--- config.mk ---
export PLATFORM = sky130hd
export DESIGN_NAME = arinc_rd_sched_flat
export DESIGN_NICKNAME = d
export VERILOG_FILES = /design/src/rtl/arinc_rd_sched_if.sv /design/src/rtl/arinc_rd_sched.sv /design/src/flat_wrapper.sv
export SDC_FILE = /design/constraint.sdc
export NUM_CORES = 1
export LEC_CHECK = 0
export CAP_MARGIN = 20
export CORE_UTILIZATION = 43
export CTS_CLUSTER_SIZE = 30
export DETAILED_ROUTE_END_ITERATION = 8
export GPL_TIMING_DRIVEN = 0
export PLACE_DENSITY = 0.8
export SLEW_MARGIN = 0
export SYNTH_ARGS = -nofsm -noshare
export SYNTH_HDL_FRONTEND = slang
export SYNTH_SLANG_ARGS = --single-unit
--- constraint.sdc ---
create_clock -name clock -period 2.6 [get_ports clock]
set_input_delay 0.65 -clock clock [delete_from_list [all_inputs] [get_ports clock]]
set_output_delay 0.65 -clock clock [all_outputs]
set_load 0.02 [all_outputs]
--- src/rtl/arinc_rd_sched_if.sv ---
// Output word stream of the ARINC-429 read-out scheduler: reassembled word, its
// channel/word coordinates and parity flag, with a valid/ready handshake.
interface arinc_rd_sched_if;
    logic [31:0] out_data;
    logic [2:0]  out_ch;
    logic [3:0]  out_idx;
    logic        out_valid;
    logic        out_ready;
    logic        out_perr;

    modport master (
        output out_data, out_ch, out_idx, out_valid, out_perr,
        input  out_ready
    );

    modport slave (
        input  out_data, out_ch, out_idx, out_valid, out_perr,
        output out_ready
    );
endinterface

--- src/rtl/arinc_rd_sched.sv ---
// Sweeps N_CH ARINC-429 receiver RAMs word by word, rebuilds 32-bit words from two
// half-word reads and streams them out. Optional parity check: ARINC_PARITY_CHK_EN.
module arinc_rd_sched #(
    parameter int N_CH   = 4,
    parameter int WORDS  = 16,
    parameter int RD_LAT = 2
) (
    input  logic                 clock,
    input  logic                 reset,
    input  logic                 sec,
    output logic [4:0]           rdaddress,
    input  logic [16*N_CH-1:0]   ch_q,
    arinc_rd_sched_if.master     out_if,
    output logic                 busy,
    output logic                 sweep_done,
    output logic                 overrun
);
    localparam int IDX_W = (WORDS > 1) ? $clog2(WORDS) : 1;
    localparam int CNT_W = (RD_LAT > 1) ? $clog2(RD_LAT) : 1;
    localparam logic [IDX_W-1:0] LAST_IDX = IDX_W'(WORDS - 1);
    localparam logic [2:0]       LAST_CH  = 3'(N_CH - 1);
    localparam logic [CNT_W-1:0] CNT_END  = CNT_W'(RD_LAT - 1);

    typedef enum logic [1:0] {S_IDLE, S_RD_LO, S_RD_HI, S_PRESENT} state_t;

    state_t           r_state;
    state_t           w_next;
    logic [CNT_W-1:0] r_cnt;
    logic [IDX_W-1:0] r_idx;
    logic [2:0]       r_ch;
    logic [15:0]      r_lo;
    logic [31:0]      r_data;
    logic [4:0]       r_rdaddress;
    logic             r_sweep_done;
    logic             r_overrun;
    logic             w_valid;
    logic             w_busy;

    wire logic [15:0]      w_sel      = ch_q[16*int'(r_ch) +: 16];
    wire logic             w_cnt_done = (r_cnt == CNT_END);
    wire logic             w_idx_last = (r_idx == LAST_IDX);
    wire logic             w_last     = w_idx_last && (r_ch == LAST_CH);
    wire logic [IDX_W-1:0] w_idx_nxt  = w_idx_last ? '0 : r_idx + 1'b1;
    wire logic [2:0]       w_ch_nxt   = w_idx_last ? r_ch + 3'd1 : r_ch;

    // NOTE: state-holding elements use non-blocking assignments so every flop
    // samples pre-edge values regardless of process evaluation order.
    always_ff @(posedge clock) begin : state_reg
        if (reset) r_state <= S_IDLE;
        else       r_state <= w_next;
    end

    // NOTE: default assignment first keeps this block purely combinational (no latch).
    always_comb begin : next_state
        w_next = r_state;
        case (r_state)
            S_IDLE:    if (sec)              w_next = S_RD_LO;
            S_RD_LO:   if (w_cnt_done)       w_next = S_RD_HI;
            S_RD_HI:   if (w_cnt_done)       w_next = S_PRESENT;
            S_PRESENT: if (out_if.out_ready) w_next = w_last ? S_IDLE : S_RD_LO;
            default:                         w_next = S_IDLE;
        endcase
    end

    always_comb begin : outputs
        w_valid = (r_state == S_PRESENT);
        w_busy  = (r_state != S_IDLE);
    end

    // Read address only moves on state entry, so RAM data stays stable through waits and stalls.
    always_ff @(posedge clock) begin : datapath
        if (reset) begin
            r_cnt        <= '0;
            r_idx        <= '0;
            r_ch         <= '0;
            r_lo         <= '0;
            r_data       <= '0;
            r_rdaddress  <= '0;
            r_sweep_done <= 1'b0;
            r_overrun    <= 1'b0;
        end else begin
            r_sweep_done <= 1'b0;
            r_overrun    <= sec && (r_state != S_IDLE);
            case (r_state)
                S_IDLE: if (sec) begin
                    r_ch        <= '0;
                    r_idx       <= '0;
                    r_cnt       <= '0;
                    r_rdaddress <= '0;
                end
                S_RD_LO: begin
                    if (w_cnt_done) begin
                        r_lo        <= w_sel;
                        r_cnt       <= '0;
                        r_rdaddress <= {4'(r_idx), 1'b1};
                    end else begin
                        r_cnt <= r_cnt + 1'b1;
                    end
                end
                S_RD_HI: begin
                    if (w_cnt_done) begin
                        r_data <= {w_sel, r_lo};
                        r_cnt  <= '0;
                    end else begin
                        r_cnt <= r_cnt + 1'b1;
                    end
                end
                S_PRESENT: if (out_if.out_ready) begin
                    if (w_last) begin
                        r_sweep_done <= 1'b1;
                    end else begin
                        r_idx       <= w_idx_nxt;
                        r_ch        <= w_ch_nxt;
                        r_rdaddress <= {4'(w_idx_nxt), 1'b0};
                    end
                end
                default: ;
            endcase
        end
    end

`ifdef ARINC_PARITY_CHK_EN
    logic r_perr;
    // Flags a word whose 32 bits fail ARINC odd parity; captured alongside out_data.
    always_ff @(posedge clock) begin : parity
        if (reset)                              r_perr <= 1'b0;
        else if (r_state == S_RD_HI && w_cnt_done) r_perr <= ~^{w_sel, r_lo};
    end
    assign out_if.out_perr = r_perr;
`else
    assign out_if.out_perr = 1'b0;
`endif

    assign rdaddress        = r_rdaddress;
    assign out_if.out_data  = r_data;
    assign out_if.out_ch    = r_ch;
    assign out_if.out_idx   = 4'(r_idx);
    assign out_if.out_valid = w_valid;
    assign busy             = w_busy;
    assign sweep_done       = r_sweep_done;
    assign overrun          = r_overrun;
endmodule

--- src/flat_wrapper.sv ---
// flat-port wrapper written by rule: the top's interface ports become plain ports
module arinc_rd_sched_flat 
#(
    parameter int N_CH   = 4,
    parameter int WORDS  = 16,
    parameter int RD_LAT = 2
)
  (clock, reset, sec, rdaddress, ch_q, busy, sweep_done, overrun, out_if_out_data, out_if_out_ch, out_if_out_idx, out_if_out_valid, out_if_out_perr, out_if_out_ready);
  arinc_rd_sched_if out_if_i ();
  input  logic clock;
  input  logic reset;
  input  logic sec;
  output logic [4:0] rdaddress;
  input  logic [16*N_CH-1:0] ch_q;
  output logic busy;
  output logic sweep_done;
  output logic overrun;
  output wire logic [$bits(out_if_i.out_data)-1:0] out_if_out_data;
  output wire logic [$bits(out_if_i.out_ch)-1:0] out_if_out_ch;
  output wire logic [$bits(out_if_i.out_idx)-1:0] out_if_out_idx;
  output wire logic [$bits(out_if_i.out_valid)-1:0] out_if_out_valid;
  output wire logic [$bits(out_if_i.out_perr)-1:0] out_if_out_perr;
  input wire logic [$bits(out_if_i.out_ready)-1:0] out_if_out_ready;
  assign out_if_out_data = out_if_i.out_data;
  assign out_if_out_ch = out_if_i.out_ch;
  assign out_if_out_idx = out_if_i.out_idx;
  assign out_if_out_valid = out_if_i.out_valid;
  assign out_if_out_perr = out_if_i.out_perr;
  assign out_if_i.out_ready = out_if_out_ready;
  arinc_rd_sched #(.N_CH(N_CH), .WORDS(WORDS), .RD_LAT(RD_LAT)) u_core (.clock(clock), .reset(reset), .sec(sec), .rdaddress(rdaddress), .ch_q(ch_q), .out_if(out_if_i), .busy(busy), .sweep_done(sweep_done), .overrun(overrun));
endmodule
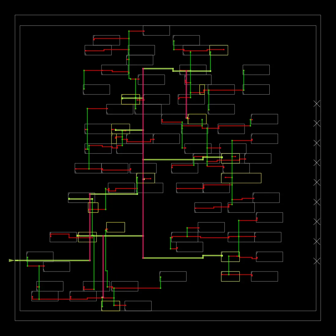
*Clock nets*
layout clock buffer count: 13
clock sinks: 65
power consumed by the clock network: 866 µW
clock latency on the worst-skew pair: 0.35 ns
FF+latch count: 65

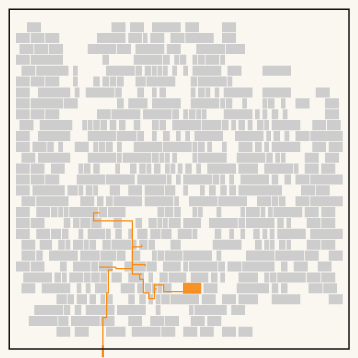
*Port wiring*
(4 px per µm)
legend:
  orange:
    port: `out_if_out_valid`
    bits: 1
    direction: output
    edge: bottom
    end_cells: 1
    buffers: 1
    wire: 92.2 µm

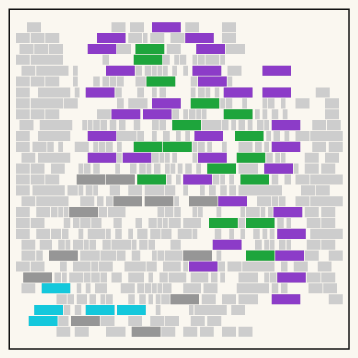
*Sequential cells coloured by netlist name*
(4 px per µm) Other sequential cells in the stronger grey, the rest of the logic in the fainter grey.
legend:
  cyan:
    netlist_name: `u_core.rdaddress`
    placed_flops: 5
    where: lower left
  green:
    netlist_name: `u_core.r_lo`
    placed_flops: 16
  purple:
    netlist_name: `u_core.out_if.out_data`
    placed_flops: 32

==> results.py <==
# Auto-generated metrics
metrics = {
    "final_timing": {
        "setup_viol": 0,
        "drv_slew": 0,
        "layout_worst_path_cycle_share_pct": 96.39,
        "rsz0062_at_grt": "no",
        "final_critical_path_setup_slack_ns": 0.09377,
    },
    "synth": {
        "synth.yosys.seq_area_share_pct": 44.43,
        "synth_flop_count": 65,
        "largest_area_cell": "dfxtp_1",
        "synth_top_flop_cell": "dfxtp_1",
        "asyncSetResetFlopFracSynth_pct": 0,
        "common_cells": "nand2_1, dfxtp_1, o21ai_0",
        "synth_area_per_cell_um2": 8.903,
        "floorplan.nets": 406,
        "synth-area-yosys_um2": 2929,
    },
    "die": {
        "tap-cell-count": 77,
        "floorplan.die_area_um2": 7146,
        "die_width_um": 84.54,
        "core_util_floorplan_pct": 45.35,
        "std_cell_rows": 29,
    },
    "run_status": {
        "violations": "design-rule violations",
        "outcome": "finished, violations left",
    },
    "worst_setup_path": {
        "critical-path-max-stage-delay_ns": 0.69,
        "worstPathCellList": "ha_1, clkdlybuf4s50_1",
        "reg2regPathDepth": 7,
        "critPathLaunchType": "flip-flop",
        "reg2reg_to": "u_core.out_if.out_ch[2]",
        "crit_path_cell_count": 2,
        "crit_buf_inv": 1,
        "worst-path-max-fanout": 8,
        "setup.worst_path.end_class": "output port",
        "regToRegStartpoint": "u_core.out_if.out_ch[2]",
        "path_type_of_the_worst_setup_path": "flip-flop to output port",
        "cp-startpoint": "u_core.r_state[1]",
    },
    "placed_design": {
        "placed_wire_length_estimate_mm": 6.167,
        "io_buffer_count": 114,
        "pre_cts_ws_ns": 0.05526,
    },
    "global_route": {
        "grt_overflow_total": 0,
        "met3_usage_pct": 8.358,
        "top_usage_layer": "met2",
        "grt.met2_usage_pct": 39.47,
        "globalRouteMet1Util_pct": 27.33,
    },
    "pwr": {
        "power.share.sequential_pct": 39.1,
        "comb_power_share_pct": 31.2,
        "power.switching_uw": 942.6,
        "switching_share_pct": 32.32,
        "pwr.group.combinational_uw": 910,
        "share_clk_of_total_power_pct": 29.7,
        "seq-power_uw": 1140,
        "power.density_cell_area_nw_per_um2": 668.2,
    },
    "route": {
        "wl_met1_mm": 3.305,
        "met2_wirelength_mm": 3.882,
        "initialDrtViolationCount": 200,
        "drt_wl_total_mm": 8.143,
        "drc_errors": 9,
    },
    "min_path": {
        "min_delay_path_depth": 2,
    },
    "finish": {
        "fill_cells": 534,
        "post_route_cells_drive_above_1_share_pct": 7.860,
        "final_net_count": 531,
        "area.sequential_um2": 1301,
        "lay_top_cells": "clkdlybuf4s50_1, nand2_1, dfxtp_1",
        "sh_seq_area_pct": 29.82,
        "largest_cell_class": "multi-input combinational cells",
    },
    "run": {
        "max_cap_viol_count": 0,
        "openroad.warnings": 31,
    },
    "clock_tree": {
        "tritoncts.num_buffers": 9,
        "cts.reportedPaths.clkPinSlew_ns": 0.07,
        "clock_path_buffers": 2,
        "cts_tree": "yes",
        "cts_setup_buffers": 0,
    },
}
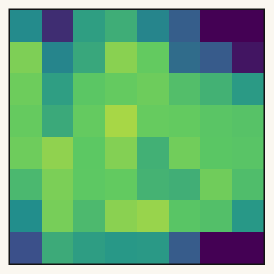
*Cell density map*
(3 px per µm) 8 x 8 tiles, from dark purple (low) to yellow (high), 0 to 100% covered.
mean over tiles: 60%
nearly empty tiles: 6.2%
fullest tile: 87%
tiles over 75% full: 33%
emptiest ninth of the die: upper right

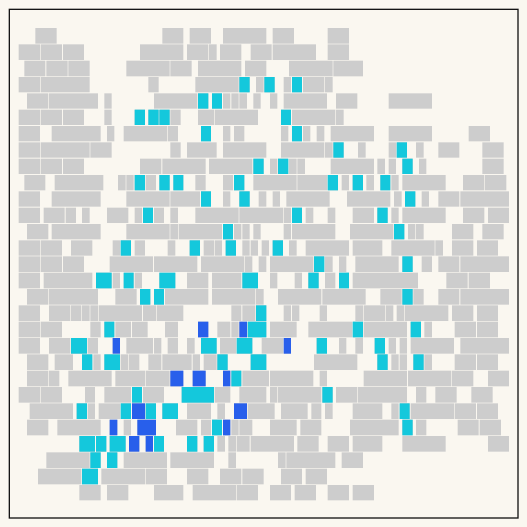
*Gate families picked out*
(6 px per µm)
legend:
  cyan:
    family: aoi and oai cells
    cells: 82
  blue:
    family: nor cells
    cells: 14

==> state kept, by name, summed over array words and instances (netlist names) <==
register and cells:
u_core.out_if.out_idx 4, u_core.rdaddress 5, u_core.r_lo 16, u_core.out_if.out_data 32
u_core.r_state 2, u_core.out_if.out_ch 3, u_core.r_cnt 1, u_core.sweep_done 1
u_core.overrun 1
==> cell families (layout without fill, tap and decap cells) <==
group / after synthesis / count (layout) / synth area share (%)
and+or+nand+nor: 123 / 123 / 18.58
AOI/OAI and AO/OA: 84 / 84 / 16.15
DFF: 65 / 65 / 44.43
buffers and inverters: 29 / 158 / 3.930
muxes: 17 / 17 / 12.64
adders and majority gates: 9 / 9 / 3.845
other: 1 / 1 / 0.1280
xor gates and xnor gates: 1 / 1 / 0.2991
Power figures rest on the tool's default switching activity, not on a simulated workload.
